[src/rtl/adder_bist_pkg.sv]
// Shared definitions for the 4-bit adder BIST controller: state encodings and vector/error widths.
package adder_bist_pkg;

    localparam int VEC_W    = 9;
    localparam int LAST_VEC = 511;
    localparam int ERR_W    = 10;
    localparam int SUM_W    = 5;

    localparam logic [1:0] ST_IDLE  = 2'd0;
    localparam logic [1:0] ST_DRIVE = 2'd1;
    localparam logic [1:0] ST_CHECK = 2'd2;
    localparam logic [1:0] ST_DONE  = 2'd3;

endpackage

[src/rtl/adder_bist_golden.sv]
// Reference 4-bit adder: full 5-bit sum of A + B + C0, carry kept in the top bit.
module adder_bist_golden
    import adder_bist_pkg::*;
(
    input  logic [3:0]       A,
    input  logic [3:0]       B,
    input  logic             C0,
    output logic [SUM_W-1:0] sum
);

    assign sum = {1'b0, A} + {1'b0, B} + {4'b0000, C0};

endmodule

[src/rtl/adder_bist_ctrl.sv]
// Exhaustive BIST controller for a 4-bit adder: walks all 512 {C0,A,B} vectors and counts mismatches.
// Optional macro ADDER_BIST_STOP_ON_FAIL_EN ends the run at the first mismatching vector.
module adder_bist_ctrl
    import adder_bist_pkg::*;
#(
    parameter int SETTLE_CYCLES = 2
) (
    input  logic             clk,
    input  logic             rst,
    input  logic             start,
    output logic [3:0]       A,
    output logic [3:0]       B,
    output logic             C0,
    input  logic [3:0]       F,
    input  logic             C4,
    output logic             busy,
    output logic             done,
    output logic             pass,
    output logic [ERR_W-1:0] err_cnt,
    output logic             fail_valid,
    output logic [VEC_W-1:0] fail_vec,
    output logic [1:0]       state_dbg
);

    // Control protocol: start is a one-cycle request accepted only when busy is low;
    // busy is high for the whole run, done stays high from run end until the next
    // accepted start or reset. Results are stable whenever done is high.

    localparam logic [3:0]       SETTLE_LAST = 4'(SETTLE_CYCLES - 1);
    localparam logic [VEC_W-1:0] LAST_IDX    = VEC_W'(LAST_VEC);

    logic [1:0]       state;
    logic [VEC_W-1:0] idx;
    logic [3:0]       settle_cnt;
    logic [SUM_W-1:0] golden_sum;
    logic             mismatch;
    logic             stop_now;
    logic [ERR_W-1:0] err_cnt_nxt;

    // Operands come straight from idx, so they hold the last vector in DONE.
    assign {C0, A, B} = idx;
    assign state_dbg  = state;

    adder_bist_golden u_golden (
        .A   (A),
        .B   (B),
        .C0  (C0),
        .sum (golden_sum)
    );

    assign mismatch    = ({C4, F} != golden_sum);
    assign err_cnt_nxt = mismatch ? err_cnt + 10'd1 : err_cnt;

`ifdef ADDER_BIST_STOP_ON_FAIL_EN
    assign stop_now = mismatch;
`else
    assign stop_now = 1'b0;
`endif

    always_ff @(posedge clk) begin
        if (rst) begin
            state      <= ST_IDLE;
            idx        <= '0;
            settle_cnt <= '0;
            busy       <= 1'b0;
            done       <= 1'b0;
            pass       <= 1'b0;
            err_cnt    <= '0;
            fail_valid <= 1'b0;
            fail_vec   <= '0;
        end else begin
            case (state)
                ST_IDLE, ST_DONE: begin
                    if (start) begin
                        state      <= ST_DRIVE;
                        idx        <= '0;
                        settle_cnt <= '0;
                        busy       <= 1'b1;
                        done       <= 1'b0;
                        pass       <= 1'b0;
                        err_cnt    <= '0;
                        fail_valid <= 1'b0;
                        fail_vec   <= '0;
                    end
                end
                ST_DRIVE: begin
                    if (settle_cnt == SETTLE_LAST) begin
                        state      <= ST_CHECK;
                        settle_cnt <= '0;
                    end else begin
                        settle_cnt <= settle_cnt + 4'd1;
                    end
                end
                ST_CHECK: begin
                    err_cnt <= err_cnt_nxt;
                    if (mismatch && !fail_valid) begin
                        fail_valid <= 1'b1;
                        fail_vec   <= idx;
                    end
                    if (idx == LAST_IDX || stop_now) begin
                        state <= ST_DONE;
                        busy  <= 1'b0;
                        done  <= 1'b1;
                        pass  <= (err_cnt_nxt == '0);
                    end else begin
                        state      <= ST_DRIVE;
                        idx        <= idx + 9'd1;
                        settle_cnt <= '0;
                    end
                end
                default: state <= ST_IDLE;
            endcase
        end
    end

endmodule

[config.mk]
export PLATFORM = sky130hd
export DESIGN_NAME = adder_bist_ctrl
export DESIGN_NICKNAME = d
export VERILOG_FILES = /design/src/rtl/adder_bist_pkg.sv /design/src/rtl/adder_bist_golden.sv /design/src/rtl/adder_bist_ctrl.sv
export SDC_FILE = /design/constraint.sdc
export NUM_CORES = 1
export LEC_CHECK = 0
export ABC_CLOCK_PERIOD_IN_PS = 3900
export CORE_ASPECT_RATIO = 1.1
export CORE_MARGIN = 1
export CORE_UTILIZATION = 55
export CTS_CLUSTER_DIAMETER = 120
export CTS_CLUSTER_SIZE = 20
export DETAILED_ROUTE_END_ITERATION = 6
export PLACE_DENSITY = 0.86
export SLEW_MARGIN = 10
export SYNTH_ARGS = -nofsm -noshare
export SYNTH_HDL_FRONTEND = slang
export SYNTH_SLANG_ARGS = --single-unit
[constraint.sdc]
create_clock -name clk -period 3.9 [get_ports clk]
set_input_delay 0.39 -clock clk [delete_from_list [all_inputs] [get_ports clk]]
set_output_delay 0.39 -clock clk [all_outputs]
set_load 0.02 [all_outputs]
==> CHANGELOG.md <==
### Physical design

- Status: complete, no violations
- Top Layout Cells: clkdlybuf4s50_1 (41), dfxtp_1 (38), nor2_1 (27)
- Initial antenna violation count: 0
- Die footprint: 4070 µm²
- Reg power frac: 0.394
- Syn. warnings: 0
- Met2 usage: 0.411
- Via count: 1,921
- Dominant comb cell: simple AND/OR/NAND/NOR gates
- Clock buffer depth: 2
- Final setup viols: 0
- Antenna-violating nets left: 0
- Signal buffers: 42
- Most numerous cell in the Yosys netlist: dfxtp_1
- Top cell type's share of synthesized area: 0.362
- Arrival time of the worst setup path: 3.52 ns
- Crit Path Category: register to register
- Site row count: 23
- Pwr top: sequential cells
- Reg clk slew, reported paths: 0.07 ns
- DR iter-0 viols: 132
- CORE AREA: 3650 µm²
- Skew final: 0.00319 ns
- Cell taking the most area after synthesis: dfxtp_1
- Met1 usage: 0.321
- Finished Core Util: 0.734
- Reg area: 761 µm²
- Reg2Reg Depth: 10
- Async SR Flop Fraction: 0
- Net Sw Power: 314 µW
- Register share after synthesis: 0.362
- Synth Net Count: 261
- Hold Crit Start: fail_vec[8]
- Logic share of the area: 0.470
- Final worst-path cycle share: 0.842
- Comb. pwr: 243 µW
- RSZ-0062 raised after global routing: no
- Clk tree area frac: 0.0532
- H-tree depth: 2
- Largest registers: err_cnt: 10 flops, fail_vec: 9 flops, idx: 9 flops
- Hold-fix buffers, CTS: 0
- Post-Syn Area: 2100 µm²
- Most used routing layer: met2
- Register bank with the most flops: err_cnt
- Final Max Slew Viols: 0
- Post-route design area: 2680 µm²
- FILL cells: 284
- Synth cell count leaders: dfxtp_1 (38), nor2_1 (27), nand2_1 (23)
- Clk root buf: clkbuf_8
- Setup TNS: 0 ns
- 1st-pass router iterations: 4
- Cell Count, Final, Fillers Out: 331
- Io pins: 42
- Largest net degree at the start of global routing: 23
- Clock buffers: 6
- Number of logic gates: 183
- Cell family contributing the most delay on the critical path: simple AND/OR/NAND/NOR gates
- Die height: 66.8 µm
- Worst min path class: register to register
- Setup Buffers After CTS: 0
- Drt total wl: 4820 µm
- Most frequent logic cell in the layout: clkdlybuf4s50_1
- Yosys stat cell total: 240
- Die X: 60.9 µm
- Multi-input logic area: 1260 µm²
- Total gr overflow: 0
- Area contributors post-synth: dfxtp_1 (36%), ha_1 (6.5%), nor2_1 (4.8%), xnor2_1 (4.2%), nand2_1 (4.1%)
- Hold_ws: 0.481 ns
- Fin nets: 301
- Max reg flops: 10
- Synthesized instance count: 240
- Pwr dens: 405 nW/µm²
- Metal1 wirelength: 2060 µm
- Post-DP Area: 2540 µm²
- Met3 Use GR: 0.0583
- Complex Gates by Area: 0.204
- Gr usage total: 0.253
- Largest stage delay on the critical path: 0.76 ns
- Highest routed layer: met4
- Antenna Cells: 0
- First-pass GRT wire length: 7470 µm
- Post-DR wirelength/cell: 14.6 µm
- Transition time of the tightest slew-check pin: 0.814 ns
- Hold path depth: 1
- Fin crit period: 3.28 ns
- Post-CTS Resized: 0
- FF-to-FF setup slack: 0.62 ns
- Synth unique cells: 52
- Comb power frac: 0.224
- Syn Area/Cell: 8.76 µm²
- Slowest stage cell, crit path: nor4_4
- Critical Path Start: idx[4]
- Seq_cells: 38
- DRC: 0
- Gpl congestion: 0.886
- XOR/XNOR Area Share: 0.0667
- P&R area growth vs syn: 27.6%
- Floorplan Utilization: 0.575
- Pleak: 0.000993 µW
- Crit path depth: 10
- Clock Sinks: 38
- Number of global-route vias before repair: 1,630
- Hold Vio Cnt, Final: 0
- Flop share of the area: 0.284
- Crit path max fanout: 15
- Input/output buffers: 41
- Max-slew headroom: 0.453
- Inverters excl. clock: 10
- CTS tree: done
- Synth Register Bits: 38
- Area fraction in mux cells: 0.00952
- Well Taps: 50
- Tool warning count: 29
- Yosys stat area: 2100 µm²
- Net Sw Frac: 0.290
- Clock-net power: 415 µW
- Top cell category: multi-input combinational cells
- Number of enable flip-flop cells: 0
- Cells after DPL: 323
- Internal power: 771 µW
- Post-synthesis simple-gate area fraction: 0.235
- CP Launch Type: register
- Via/cell ratio: 5.80
- Signal buf overhead: 0.156
- WL met3: 230 µm
- CP endpoint kind: register
- Adder Area Share: 0.0845
- Max Freq: 305 MHz
- Seq pwr: 428 µW
- Hold EP: fail_vec[8]
- Setup WS post-layout: 0.617 ns
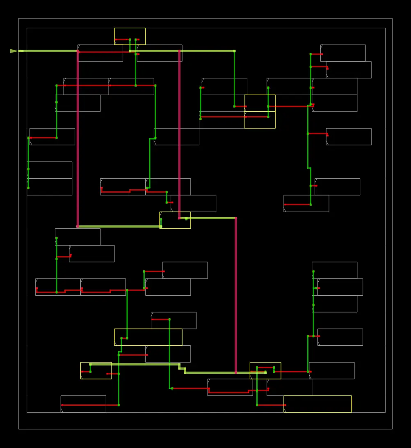
Fig. 1. Clock nets.
clk ins delay skew pair: 0.30 ns
CTS buffer count: 5

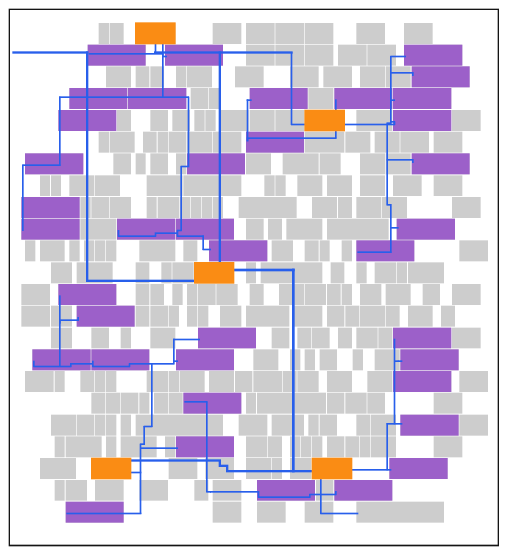
Fig. 2. Clock network drawn from the DEF.
Drawn at 8 px/µm.
clock-net drivers -> orange  # count 5
clock wires -> blue  # length 483 µm
flip-flops -> purple  # count 38
flops lie = widely spread
routed clock nets = 6

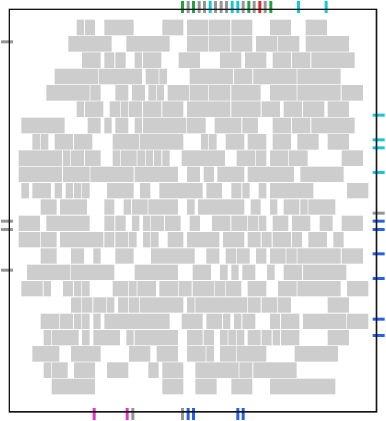
Fig. 3. Pin map.
Drawn at 6 px/µm. Pins as bars across the die edge, other pins in grey.
`A` -> green  # pins 4, direction output, edge north
`err_cnt` -> blue  # pins 10, direction output, edge 6 east, 4 south
`C4` -> red  # pins 1, direction input, edge north
`state_dbg` -> magenta  # pins 2, direction output, edge south
`fail_vec` -> cyan  # pins 9, direction output, edge 5 north, 4 east

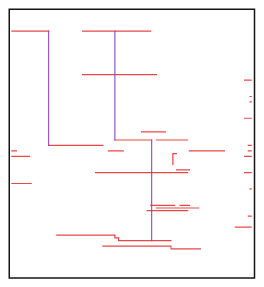
Fig. 4. Metal layers overlaid.
Drawn at 4 px/µm. Two of the layers only.
M4 -> purple  # wire length 80.9 µm
M3 -> red  # wire length 231 µm

No activity file was given, so power comes from the tool's default toggle rates.
